**Run 1: metal 3**

(3 px per micron) Cells faint in the background.
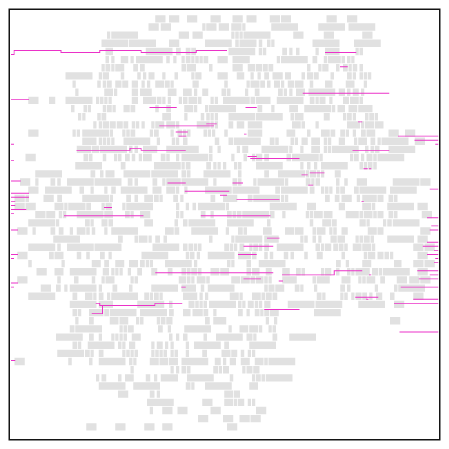
**Run 1: metal 2**

(3 px per micron) Cells faint in the background.
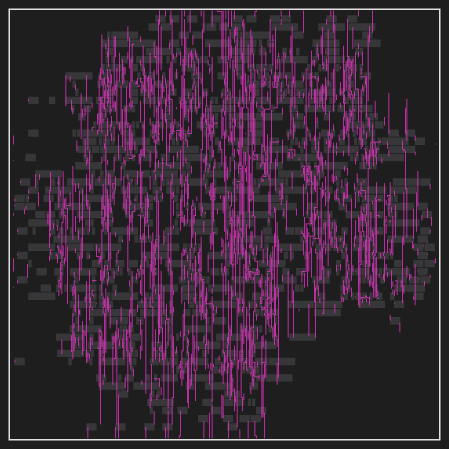
**Run 1: ports around the boundary**

(3 px per micron) Pins as bars across the die edge, other pins in gray.
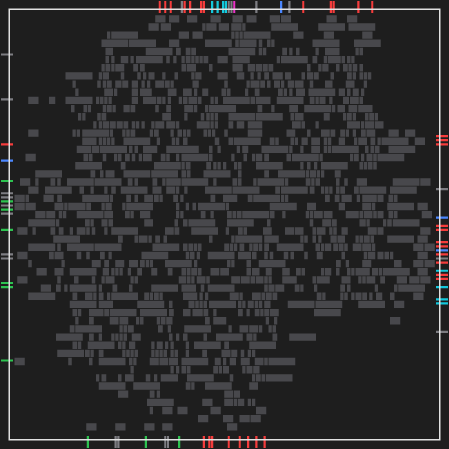
**Run 1: routed metal per tile**

(2 px per micron) The die is cut into 29 by 29 equal tiles; dark blue is low, red is high, scaled to the fullest tile. Values are wire area over tile area, all layers added.
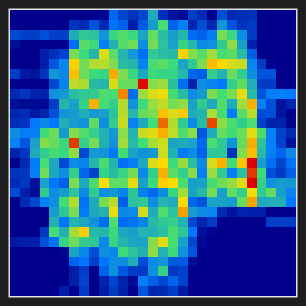
$ cat config.mk
export PLATFORM = sky130hd
export DESIGN_NAME = range_window_bank
export DESIGN_NICKNAME = d
export VERILOG_FILES = /design/src/rtl/range_window_bank.sv
export SDC_FILE = /design/constraint.sdc
export NUM_CORES = 1
export LEC_CHECK = 0
export ABC_AREA = 1
export CAP_MARGIN = 20
export CORE_UTILIZATION = 35
export CTS_BUF_LIST = sky130_fd_sc_hd__clkbuf_4 sky130_fd_sc_hd__clkbuf_8
export DETAILED_ROUTE_END_ITERATION = 6
export HOLD_SLACK_MARGIN = 0.05
export SKIP_CTS_REPAIR_TIMING = 1
export SLEW_MARGIN = 20
export SYNTH_ARGS = -nofsm -noshare
export SYNTH_HDL_FRONTEND = slang
export SYNTH_SLANG_ARGS = --single-unit
export TNS_END_PERCENT = 1
$ cat constraint.sdc
create_clock -name clock -period 6.15 [get_ports clock]
set_input_delay 1.845 -clock clock [delete_from_list [all_inputs] [get_ports clock]]
set_output_delay 1.845 -clock clock [all_outputs]
set_load 0.1 [all_outputs]
$ cat src/rtl/range_window_bank.sv
// range_window_bank: a bank of independent range windows that watch one shared up-count.
// Each channel arms on a runtime-loaded start count. It stays open for a loaded number of
// enabled ticks and then pulses done when it closes.
// Optional build macro: RANGE_WINDOW_ONESHOT_EN. When it is defined, a window that closes
// normally disarms the channel, and the channel needs a reload before it can fire again.
module range_window_bank #(
  parameter int unsigned CHANNELS      = 4,
  parameter int unsigned COUNTER_WIDTH = 10,
  parameter int unsigned LENGTH_WIDTH  = 8,
  localparam int unsigned CH_IDX_W     = (CHANNELS > 1) ? $clog2(CHANNELS) : 1
) (
  input  logic                             clock,
  input  logic                             reset,
  input  logic [COUNTER_WIDTH-1:0]         counter,
  input  logic                             enable,
  input  logic                             load,
  input  logic [CH_IDX_W-1:0]              load_channel,
  input  logic [COUNTER_WIDTH-1:0]         load_start,
  input  logic [LENGTH_WIDTH-1:0]          load_length,
  output logic [CHANNELS-1:0]              active,
  output logic [CHANNELS*LENGTH_WIDTH-1:0] elapsed,
  output logic [CHANNELS-1:0]              done,
  output logic                             any_active
);

  typedef enum logic [1:0] {
    ST_DISARMED = 2'd0,
    ST_ARMED    = 2'd1,
    ST_OPEN     = 2'd2
  } state_t;

  state_t                   state_q   [CHANNELS];
  logic [COUNTER_WIDTH-1:0] start_q   [CHANNELS];
  logic [LENGTH_WIDTH-1:0]  length_q  [CHANNELS];
  logic [LENGTH_WIDTH-1:0]  elapsed_q [CHANNELS];

  // Per-channel window state machine; a load aborts the channel and takes priority over the tick.
  always_ff @(posedge clock or posedge reset) begin
    if (reset) begin
      for (int unsigned i = 0; i < CHANNELS; i++) begin
        state_q[i]   <= ST_DISARMED;
        start_q[i]   <= '0;
        length_q[i]  <= '0;
        elapsed_q[i] <= '0;
        active[i]    <= 1'b0;
        done[i]      <= 1'b0;
      end
    end else begin
      for (int unsigned i = 0; i < CHANNELS; i++) begin
        done[i] <= 1'b0;
        if (load && (load_channel == CH_IDX_W'(i))) begin
          start_q[i]   <= load_start;
          length_q[i]  <= load_length;
          state_q[i]   <= (load_length != '0) ? ST_ARMED : ST_DISARMED;
          elapsed_q[i] <= '0;
          active[i]    <= 1'b0;
        end else if (enable) begin
          case (state_q[i])
            ST_ARMED: begin
              if (counter == start_q[i]) begin
                state_q[i]   <= ST_OPEN;
                active[i]    <= 1'b1;
                elapsed_q[i] <= '0;
              end
            end
            ST_OPEN: begin
              if (elapsed_q[i] == (length_q[i] - LENGTH_WIDTH'(1))) begin
                done[i]      <= 1'b1;
                elapsed_q[i] <= '0;
`ifdef RANGE_WINDOW_ONESHOT_EN
                state_q[i]   <= ST_DISARMED;
                active[i]    <= 1'b0;
`else
                // A match on the closing tick starts the next window with no gap.
                if (counter == start_q[i]) begin
                  state_q[i] <= ST_OPEN;
                  active[i]  <= 1'b1;
                end else begin
                  state_q[i] <= ST_ARMED;
                  active[i]  <= 1'b0;
                end
`endif
              end else begin
                elapsed_q[i] <= elapsed_q[i] + LENGTH_WIDTH'(1);
              end
            end
            default: ;
          endcase
        end
      end
    end
  end

  // Pack the per-channel elapsed counts onto the output bus.
  for (genvar g = 0; g < CHANNELS; g++) begin : g_elapsed
    assign elapsed[g*LENGTH_WIDTH +: LENGTH_WIDTH] = elapsed_q[g];
  end

  // Summary flag taken straight from the registered active bits.
  assign any_active = |active;

endmodule
==> results.cfg, run 1 <==
; generated from flow reports
[floorplan]
die-area_sq_um = 20500
num_rows = 51
core_area_sq_um = 19500

[cells_and_area]
seq_area_sq_um = 2900
nonClkBufAreaFrac = 0.0948
flops = 116
fin_util = 0.426
seq_area_frac = 0.350
nClkBuffers = 19
nets = 1033

[routing]
dr_wl_met2_microns = 8050
routed-wl-met3_microns = 624
viasPerCell = 4.72
wl_met1_microns = 8370
drc = 0
drt-initial-drc-count = 263

[synthesis]
top_area_frac = 0.417
synth-edff-count = 0
common_cells = nand2_1 (231), inv_1 (122), dfrtp_1 (116), o21ai_0 (90), nor2_1 (72)
ys_ff = 116
netlist_area_sq_um = 6960
syn_avg_cell_area_sq_um = 7.58
syn_inst = 918

[final_timing]
rsz0062_at_grt = no
whs_ps = 504
fin_ws_ps = 1950
fin_crit_ps = 4200
setup_viol = 0

[worst_setup_path]
rr_endpoint = state_q[0]
reg2regPathDepth = 10
timing.rr.start = length_q[0]
required_ps = 4300
critPathSlowestCell = clkdlybuf4s50_1

[clock_network]
cts.sinks = 116
cts_root_buffer = clkbuf_8

[outcome]
outcome = completed

[hold_path]
hold_start = active[0]

[global_routing]
met2_usage = 0.292
antenna_found_initial = 0
grt_first_pass_wirelength_microns = 28400

[placement]
pre_cts_ws_ps = 2040
hpwl_microns = 12800
About 'metal 3':
wire length on this layer	624 microns
share of all routed wire	3.6%
longest straight run	39.1 microns
main direction	horizontal
nets with wire on the layer	63
grt met3 use: 0.0342
final wirelength: 17,300 microns
Via Count: 5,984

About 'metal 2':
main direction	vertical
longest straight run	47.3 microns
nets with wire on the layer	795
share of all routed wire	46%
wire length on this layer	8,050 microns

About 'ports around the boundary':
color	port	pins	direction	edge
blue	active	4	output	2 east, 1 north, 1 west
red	elapsed	32	output	12 north, 11 east, 8 south, 1 west
cyan	load_length	8	input	4 east, 4 north
green	load_start	10	input	7 west, 3 south
magenta	load	1	input	north
die height: 143 microns
Die Width: 143 microns
IO buf count: 74

About 'routed metal per tile':
fullest tile	0.46
tiles over half the peak	21%
mean over tiles	0.13
nearly empty tiles	23%
Routed WL per cell: 13.7 microns
Global Route Usage Sum: 0.182

==> run 1: power breakdown <==
| group | total [mW] | internal [mW] | switching, mW |
|---|---|---|---|
| clock network | 0.669 | 0.331 | 0.338 |
| registers | 1.01 | 0.884 | 0.122 |
| logic | 1.05 | 0.321 | 0.730 |
| total | 2.73 | 1.54 | 1.19 |
==> run 1: cell families (layout without fill, tap and decap cells) <==
kind of cell    Yosys count  in the layout  synth area share
simple gates            440            440             0.283
fa+ha+maj                 8              8            0.0144
compound gates          115            115            0.0872
buf+inv                 157            243            0.0935
flops                   116            116             0.417
xor+xnor                 82             82             0.105
==> run 1: sequential cells by signal, summed over array words and instances, names as in the netlist <==
name	cells
start_q	40
done	4
elapsed	32
state_q	4
length_q	32
active	4
**Run 1: routing congestion map**

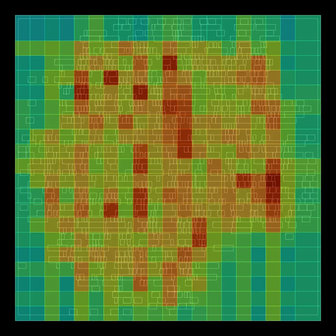

## Run 2: what changed since run 1
- clock period: 6.15 -> 3.97 ns (I/O delays scaled with it)
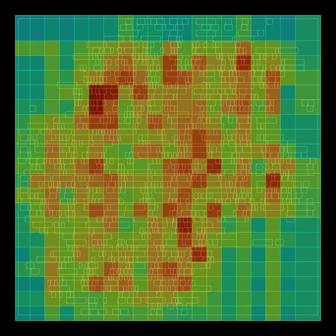
**Above:** run 2 (routing congestion map).
Core Util, Final: 0.427
met1 Usage GRT: 0.233
Routed WL per cell: 13.7 microns
Top Usage Layer GRT: met2

==> run 2 against run 1 <==
- core utilization increased by 0.090 points
- via count is 0.84% higher
- sequential power rose by 54%
- worst setup slack worse by 1100 ps
- count of clock-buffer cells in the layout is 1 higher
- global-route usage rose by 0.074 points
- die size unchanged
- non-clock buffer count grew 1
- synthesized cell count did not move
- first-iteration DRC count decreased by 8.0%
- clock skew down 5.5 ps
- critical endpoint is now active[0]
- highest routed layer unchanged
==> results.cfg, run 2 <==
; generated from flow reports
[power_and_ir_drop]
p_sw_mw = 1.85
seq_power_share = 0.352
power_frac_comb = 0.365
swShare = 0.417

[cells_and_area]
nClkBuffers = 20
largest_reg_flops = 40
nonClkBufAreaFrac = 0.0862
flops = 116

[synthesis]
syn_inst = 918
synthAoiAreaFrac = 0.0872
ys_ff = 116
syn_avg_cell_area_sq_um = 7.58
synth-edff-count = 0
common_cells = nand2_1 (231), inv_1 (122), dfrtp_1 (116), o21ai_0 (90), nor2_1 (72)

[floorplan]
dieWidth_microns = 143
num_rows = 51
die-area_sq_um = 20500

[global_routing]
gr-usage-met3 = 0.0379
antenna_found_initial = 0
met2_usage = 0.310

[routing]
viasPerCell = 4.75
vias = 6034
drt-initial-drc-count = 242

[worst_setup_path]
rr_endpoint = done[1]
reg2regPathDepth = 10
required_ps = 2780
timing.rr.start = length_q[16]
critPathSlowestCell = clkdlybuf4s50_1

[outcome]
outcome = completed

[placement]
portBuffers = 74

[final_timing]
fin_crit_ps = 3160
fin_ws_ps = 811

[clock_network]
cts.sinks = 116
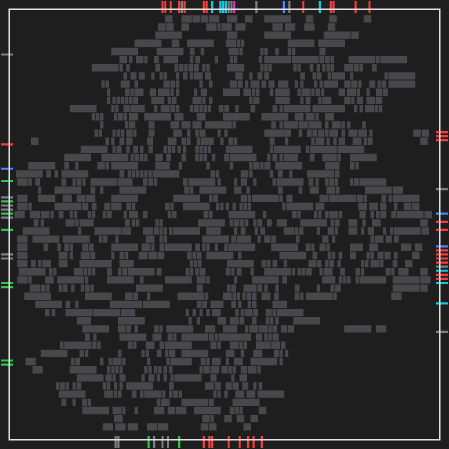
**Above:** run 2 (ports around the boundary).
(3 px per micron) Pins as bars across the die edge, other pins in gray.
color	port	pins	direction	edge
green	load_start	10	input	8 west, 2 south
cyan	load_length	8	input	5 north, 3 east
red	elapsed	32	output	12 north, 11 east, 8 south, 1 west
blue	active	4	output	2 east, 1 north, 1 west
magenta	load	1	input	north
all pins by edge	24 north, 19 east, 17 west, 15 south

run 2: cell count changes in the layout (fill, tap and decap cells not counted), moves of 2 or more:
cell,before,now
buf_4,6,42
bufinv_16,1,4
clkbuf_8,18,20
clkdlybuf4s50_1,74,38
clkinv_2,5,3
clkinvlp_4,5,3
run 2: power groups by stage:
stage / sequential [mW] / combinational, mW / clock, mW
floorplan: 1.75 / 1.11 / 0
global placement: 1.58 / 1.61 / 0
detailed placement: 1.58 / 1.63 / 0
CTS: 1.56 / 1.63 / 1.29
global route: 1.59 / 1.80 / 1.34
finish: 1.56 / 1.62 / 1.26
run 2: per-layer routing:
layer | share of wire | vias up
li1 | - | 3073
met1 | 0.47 | 2833
met2 | 0.49 | 109
met3 | 0.036 | 19
met4 | 0.0095 | 0
met5 | 0 | -
No activity file was given, so power comes from the tool's default toggle rates.
